### src/rtl/row_mac_engine.sv
// Row dot-product responder: on request, MACs one stored-matrix row against the
// stored vector over N_COLS cycles, writes the sum at the row index, pulses done_row.
module row_mac_engine #(
    parameter int DATA_W = 16,
    parameter int ACC_W  = 40,
    parameter int N_COLS = 10,
    parameter int N_ROWS = 10,
    parameter int MAT_AW = 7,
    parameter int VEC_AW = 4
) (
    input  logic                     clk,
    input  logic                     n_reset,
    input  logic                     begin_mult,
    input  logic [3:0]               res_add,
    output logic                     mat_rd_en,
    output logic [MAT_AW-1:0]        mat_addr,
    output logic [VEC_AW-1:0]        vec_addr,
    input  logic signed [DATA_W-1:0] mat_data,
    input  logic signed [DATA_W-1:0] vec_data,
    output logic                     res_wr_en,
    output logic [3:0]               res_wr_addr,
    output logic [ACC_W-1:0]         res_wr_data,
    output logic                     done_row,
    output logic                     row_err,
    output logic                     busy
);

    typedef enum logic [2:0] {IDLE, RUN, DRAIN, WRITE, DONE} state_t;

    localparam logic [MAT_AW-1:0] NC_A     = MAT_AW'(N_COLS);
    localparam logic [VEC_AW-1:0] COL_LAST = VEC_AW'(N_COLS - 1);

    state_t                    state;
    logic [3:0]                row;
    logic [VEC_AW-1:0]         col;
    logic signed [ACC_W-1:0]   acc;
    logic signed [2*DATA_W-1:0] product;
    logic signed [ACC_W-1:0]   product_ext;
    logic signed [ACC_W-1:0]   acc_sum;

    assign product     = mat_data * vec_data;
    assign product_ext = ACC_W'(product);
    assign acc_sum     = acc + product_ext;

    // Read data lags the strobe by one cycle, so the first RUN cycle has nothing
    // to accumulate and DRAIN picks up the product of the last read.
    always_ff @(posedge clk or negedge n_reset) begin
        if (!n_reset) begin
            state       <= IDLE;
            row         <= '0;
            col         <= '0;
            acc         <= '0;
            mat_rd_en   <= 1'b0;
            mat_addr    <= '0;
            vec_addr    <= '0;
            res_wr_en   <= 1'b0;
            res_wr_addr <= '0;
            res_wr_data <= '0;
            done_row    <= 1'b0;
            row_err     <= 1'b0;
            busy        <= 1'b0;
        end else begin
            case (state)
                IDLE: begin
                    if (begin_mult) begin
                        busy <= 1'b1;
                        if (32'(res_add) < N_ROWS) begin
                            row       <= res_add;
                            acc       <= '0;
                            col       <= '0;
                            mat_rd_en <= 1'b1;
                            mat_addr  <= MAT_AW'(res_add) * NC_A;
                            vec_addr  <= '0;
                            state     <= RUN;
                        end else begin
                            done_row <= 1'b1;
                            row_err  <= 1'b1;
                            state    <= DONE;
                        end
                    end
                end
                RUN: begin
                    if (col != '0) begin
                        acc <= acc_sum;
                    end
                    if (col == COL_LAST) begin
                        mat_rd_en <= 1'b0;
                        mat_addr  <= '0;
                        vec_addr  <= '0;
                        state     <= DRAIN;
                    end else begin
                        col      <= col + VEC_AW'(1);
                        mat_addr <= mat_addr + MAT_AW'(1);
                        vec_addr <= col + VEC_AW'(1);
                    end
                end
                DRAIN: begin
                    acc         <= acc_sum;
                    res_wr_en   <= 1'b1;
                    res_wr_addr <= row;
                    res_wr_data <= acc_sum;
                    state       <= WRITE;
                end
                WRITE: begin
                    res_wr_en   <= 1'b0;
                    res_wr_addr <= '0;
                    res_wr_data <= '0;
                    done_row    <= 1'b1;
                    state       <= DONE;
                end
                DONE: begin
                    // Inputs are deliberately ignored here: the controller still holds the old request.
                    done_row <= 1'b0;
                    row_err  <= 1'b0;
                    busy     <= 1'b0;
                    state    <= IDLE;
                end
                default: state <= IDLE;
            endcase
        end
    end

endmodule

### config.mk
export PLATFORM = sky130hd
export DESIGN_NAME = row_mac_engine
export DESIGN_NICKNAME = d
export VERILOG_FILES = /design/src/rtl/row_mac_engine.sv
export SDC_FILE = /design/constraint.sdc
export NUM_CORES = 1
export LEC_CHECK = 0
export ABC_AREA = 1
export CAP_MARGIN = 0
export CORE_UTILIZATION = 40
export CTS_BUF_LIST = sky130_fd_sc_hd__clkbuf_8
export DETAILED_ROUTE_END_ITERATION = 12
export PLACE_DENSITY = 0.65
export SYNTH_ARGS = -nofsm -noshare
export SYNTH_HDL_FRONTEND = slang
export SYNTH_SLANG_ARGS = --single-unit
### constraint.sdc
create_clock -name clk -period 6 [get_ports clk]
set_input_delay 0.9 -clock clk [delete_from_list [all_inputs] [get_ports clk]]
set_output_delay 0.9 -clock clk [all_outputs]
set_load 0.02 [all_outputs]
==> out/summary.json, run 1 <==
{
  "run_status": "finished, final reports clean",
  "biggest_regs": "acc: 40 flops, res_wr_data: 40 flops, mat_addr: 7 flops",
  "setup.worst_path.start": "mat_data[2]",
  "drt_iter0_markers": 989,
  "setup-tns-final_ns": 0,
  "wire_length_of_the_first_global_routing_pass_um": 84400,
  "antenna_found_initial": 0,
  "worst_r2r_endpoint": "res_wr_data[38]$_DFFE_PN0P_",
  "clockBufferDepth": 2,
  "floorplan.rows": 77,
  "combGateArea_mm2": 0.0140,
  "post_cts_sizing_count": 200,
  "yosysWarnings": 0,
  "synth_cells": 2340,
  "cpMostUsedCell": "sky130_fd_sc_hd__fa_1",
  "non_clock_inverter_count": 672,
  "clock_pin_slew_of_the_registers_on_the_worst_case_setup_and_hold_paths_ns": 0.11,
  "yosys.area_share.aoi": 0.0332,
  "grt_util_all_layers": 0.228,
  "clock_buffers": 9,
  "syn-mean-instance-area_um2": 7.75,
  "timing.final.setup_violations": 0,
  "placed_cells_incl_taps": 3135,
  "final_setup_margin_ns": 0.113,
  "yosysTopAreaCellShare": 0.365,
  "hold_violations": 0,
  "clockNetworkAreaShare": 0.00805,
  "drt_drc_violations_left": 0,
  "grt_max_degree": 58,
  "multiplexer_fraction_of_the_synthesized_cell_area": 0,
  "syn_area_mm2": 0.0181,
  "cell_by_cell_listing_of_the_critical_path": "clkdlybuf4s50_1, buf_6, nand2_1, inv_2, fa_1, fa_1, fa_1, fa_2, fa_1, inv_1, fa_1, inv_1, ha_4, nand2_4, inv_2, nand2_2, nand3_4, a21oi_2, buf_4, nand2_1, nand2_2, nand4_1, nand3_1, nand2_1",
  "chipArea_mm2": 0.0462,
  "top_logic_kind": "adder cells",
  "synth-main-ff-cell": "sky130_fd_sc_hd__dfrtp_1",
  "overflow": 0,
  "number_of_global_route_vias_before_repair": 16346,
  "yosys_cells": 2340,
  "post_synth_regs": 111,
  "tritoncts": "built",
  "highest_count_logic_cell_in_the_final_layout": "sky130_fd_sc_hd__inv_1",
  "dr.max_layer_used": "met4",
  "n_sequential_cell": 111,
  "route.detailed.wl_per_inst_um": 16.3,
  "filler_cell_count": 4096,
  "critPathBufInv": 7,
  "met3_usage": 0.0207,
  "drt-pass1-iter-count": 5,
  "comb.multi_input.count": 1480,
  "layout.area.top_class": "logic gates",
  "tapCellCount": 592,
  "cts_root_buf": "sky130_fd_sc_hd__clkbuf_8",
  "clock_skews_ns": 0.0187,
  "m1WireLength_um": 22800,
  "globalRoute.busiestLayer": "met2",
  "detailroute.wirelength.met3_um": 2120,
  "most_common_cell": "sky130_fd_sc_hd__nand2_1",
  "ios": 99,
  "timing.final.max_slew_violations": 0
}
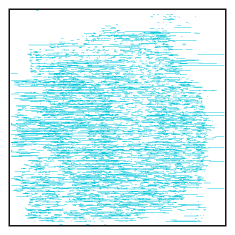
Figure 1: run 1, M1 wires.
(1 px per um)
wire length on this layer: 22.8 mm
main direction: horizontal
nets with wire on the layer: 2949
longest straight run: 71.3 um
share of all routed wire: 43%
met1 Track Usage GR: 0.312
via count: 15416

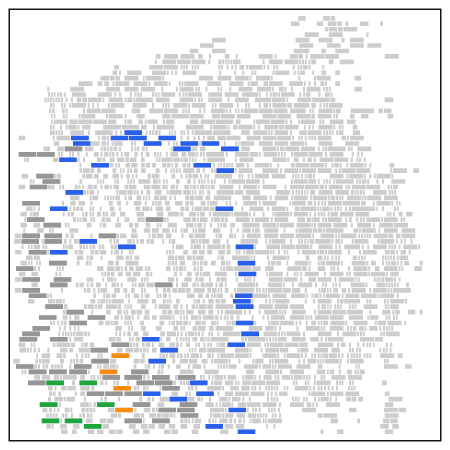
Figure 2: run 1, where the registers sit.
(2 px per um)
| colour | signal | sequential cells |
|---|---|---|
| green | `mat_addr` | 7 |
| blue | `acc` | 40 |
| orange | `res_wr_addr` | 4 |
Reg area: 0.00278 mm2
utilization after layout: 0.527
sequential portion of the cell area: 0.118

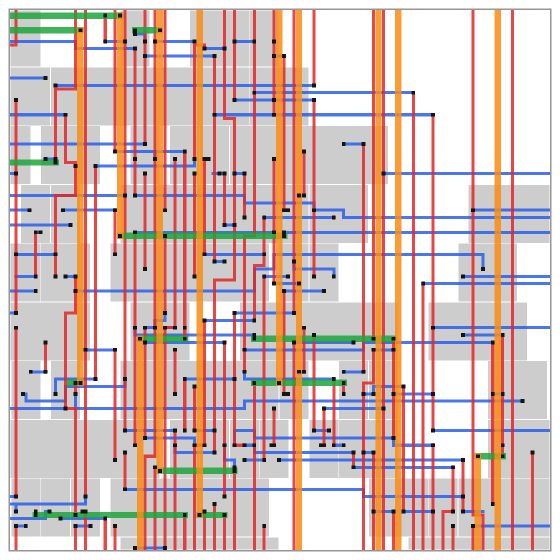
Figure 3: run 1, a small window of the routed layout.
Region (149, 149) to (174, 174) um. Cells in grey, sequential cells in the stronger grey; small squares are vias.
| colour | layer |
|---|---|
| orange | met4 |
| blue | met1 |
| red | met2 |
| green | met3 |
sequential cells in the window: 0
cells with their middle in the window: 48
most frequent: nand2_1 (14), inv_1 (11)

Figure 4. Track usage over the die (run 1).
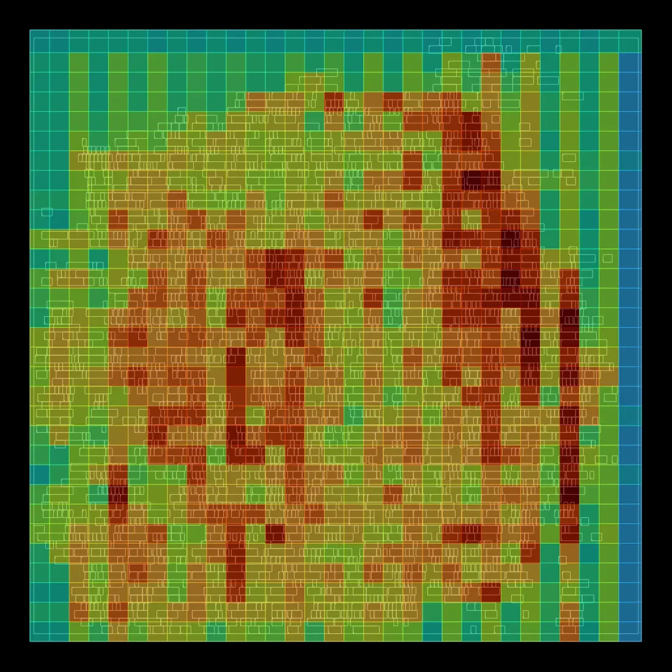

==> run 2, diff against run 1 <==
Settings changed: SKIP_CTS_REPAIR_TIMING from default to 1.
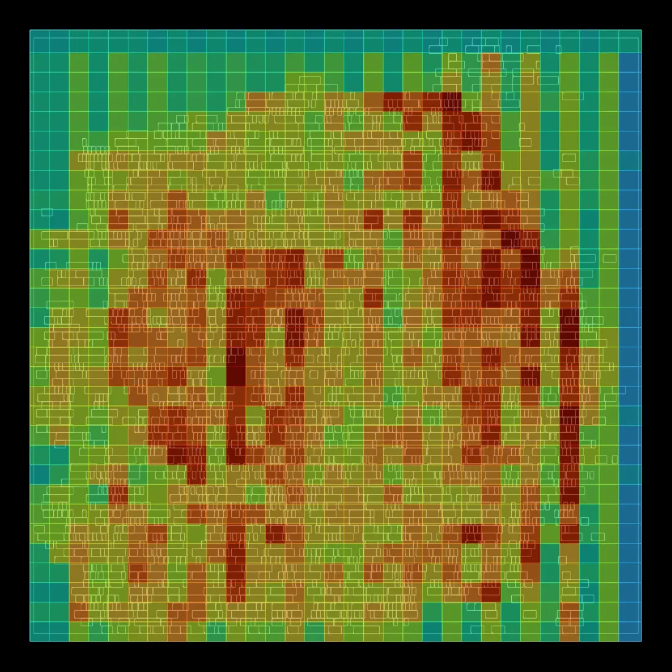
Figure 5: run 2, track usage over the die.
layer with the highest usage: met2
met3 layer usage reported by global route: 0.0183
utilization after layout: 0.519
met2 track demand over resource in global routing: 0.370

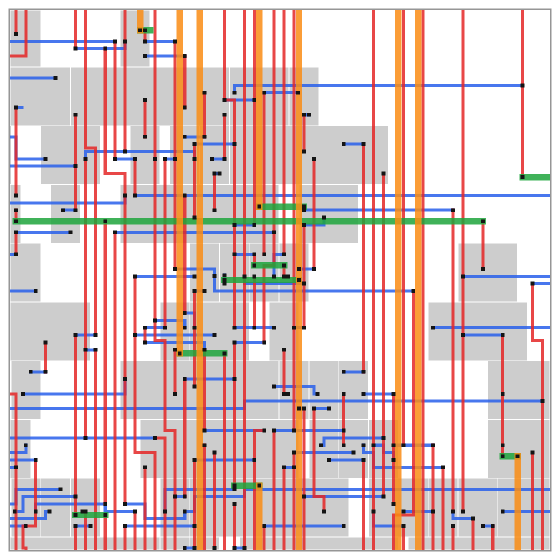
Figure 6: run 2, a small window of the routed layout.
Region (149, 149) to (174, 174) um. Cells in grey, sequential cells in the stronger grey; small squares are vias.
| colour | layer |
|---|---|
| red | met2 |
| green | met3 |
| blue | met1 |
| orange | met4 |
cells with their middle in the window: 43
sequential cells in the window: 0
most frequent: nand2_1 (13), inv_1 (10)

==> run 2 against run 1 <==
  * Die size stayed put
  * Critical path depth unchanged
  * Worst setup slack got worse by 0.042 ns
  * Non-clock buffer count down 11
==> out/summary.json, run 2 <==
{
  "number_of_global_route_vias_before_repair": 16018,
  "simple_gate_area_frac": 0.200,
  "biggest_regs": "acc: 40 flops, res_wr_data: 40 flops, mat_addr: 7 flops",
  "drt_drc_violations_left": 0,
  "clockNetworkAreaShare": 0.00818,
  "globalRouteMet1Util": 0.310,
  "grt_util_all_layers": 0.221,
  "n_antenna_cell": 0,
  "required_ns": 6.35,
  "ios": 99,
  "yosys_cells": 2340,
  "clock_pin_slew_of_the_registers_on_the_worst_case_setup_and_hold_paths_ns": 0.12,
  "post_synth_regs": 111,
  "filler_cell_count": 4174,
  "layout.area.top_class": "logic gates",
  "syn_area_mm2": 0.0181,
  "comb.multi_input.count": 1480,
  "max_cap_viol_count": 0,
  "m1WireLength_um": 22600,
  "clock_skews_ns": 0.0189,
  "chipArea_mm2": 0.0462,
  "vias": 15325,
  "setup-tns-final_ns": 0,
  "cts_root_buf": "sky130_fd_sc_hd__clkbuf_8",
  "placed_cells_incl_taps": 3135,
  "final_setup_margin_ns": 0.0710,
  "worst_r2r_endpoint": "res_wr_data[30]$_DFFE_PN0P_",
  "synth-main-ff-cell": "sky130_fd_sc_hd__dfrtp_1",
  "highest_count_logic_cell_in_the_final_layout": "sky130_fd_sc_hd__inv_1",
  "run_status": "finished, final reports clean",
  "seq_area_mm2": 0.00278,
  "n_sequential_cell": 111,
  "floorplan.rows": 77,
  "top_logic_kind": "adder cells",
  "synth_cells": 2340,
  "syn-mean-instance-area_um2": 7.75,
  "cell_by_cell_listing_of_the_critical_path": "buf_4, buf_8, nand2_4, inv_2, fa_2, fa_1, inv_4, fa_2, fa_2, inv_2, fa_1, inv_2, fa_1, inv_2, ha_4, nand2_4, buf_6, nor2_4, nand2_4, nor2_4, nand3_4, nand4_1, nand3_2, nand2_1",
  "setup.worst_path.start": "mat_data[15]",
  "antenna_found_initial": 0,
  "topCellsByArea": "sky130_fd_sc_hd__fa_1, sky130_fd_sc_hd__dfrtp_1, sky130_fd_sc_hd__nand2_1",
  "most_common_cell": "sky130_fd_sc_hd__nand2_1",
  "place.detailed.hpwl_um": 41500,
  "tritoncts": "built",
  "yosys.area_share.aoi": 0.0332,
  "timing.final.setup_violations": 0,
  "multiplexer_fraction_of_the_synthesized_cell_area": 0,
  "clock_buffers": 9,
  "dr.max_layer_used": "met4",
  "finalWeightedCongestion": 0.924,
  "route.detailed.wl_per_inst_um": 16.0,
  "drt_iter0_markers": 1005,
  "drt-pass1-iter-count": 8,
  "tapCellCount": 592,
  "critPathBufInv": 8,
  "detailroute.wirelength.met3_um": 2240,
  "cpMostUsedCell": "sky130_fd_sc_hd__inv_2",
  "yosysWarnings": 0,
  "seq_area_frac": 0.120,
  "non_clock_inverter_count": 672,
  "yosysTopAreaCellShare": 0.365,
  "hold_violations": 0,
  "combGateArea_mm2": 0.0137,
  "timing.final.max_slew_violations": 0,
  "wire_length_of_the_first_global_routing_pass_um": 82000
}
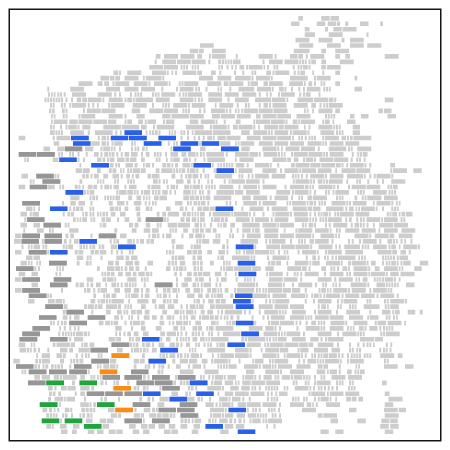
Figure 7: run 2, where the registers sit.
(2 px per um)
| colour | signal | sequential cells |
|---|---|---|
| blue | `acc` | 40 |
| orange | `res_wr_addr` | 4 |
| green | `mat_addr` | 7 |

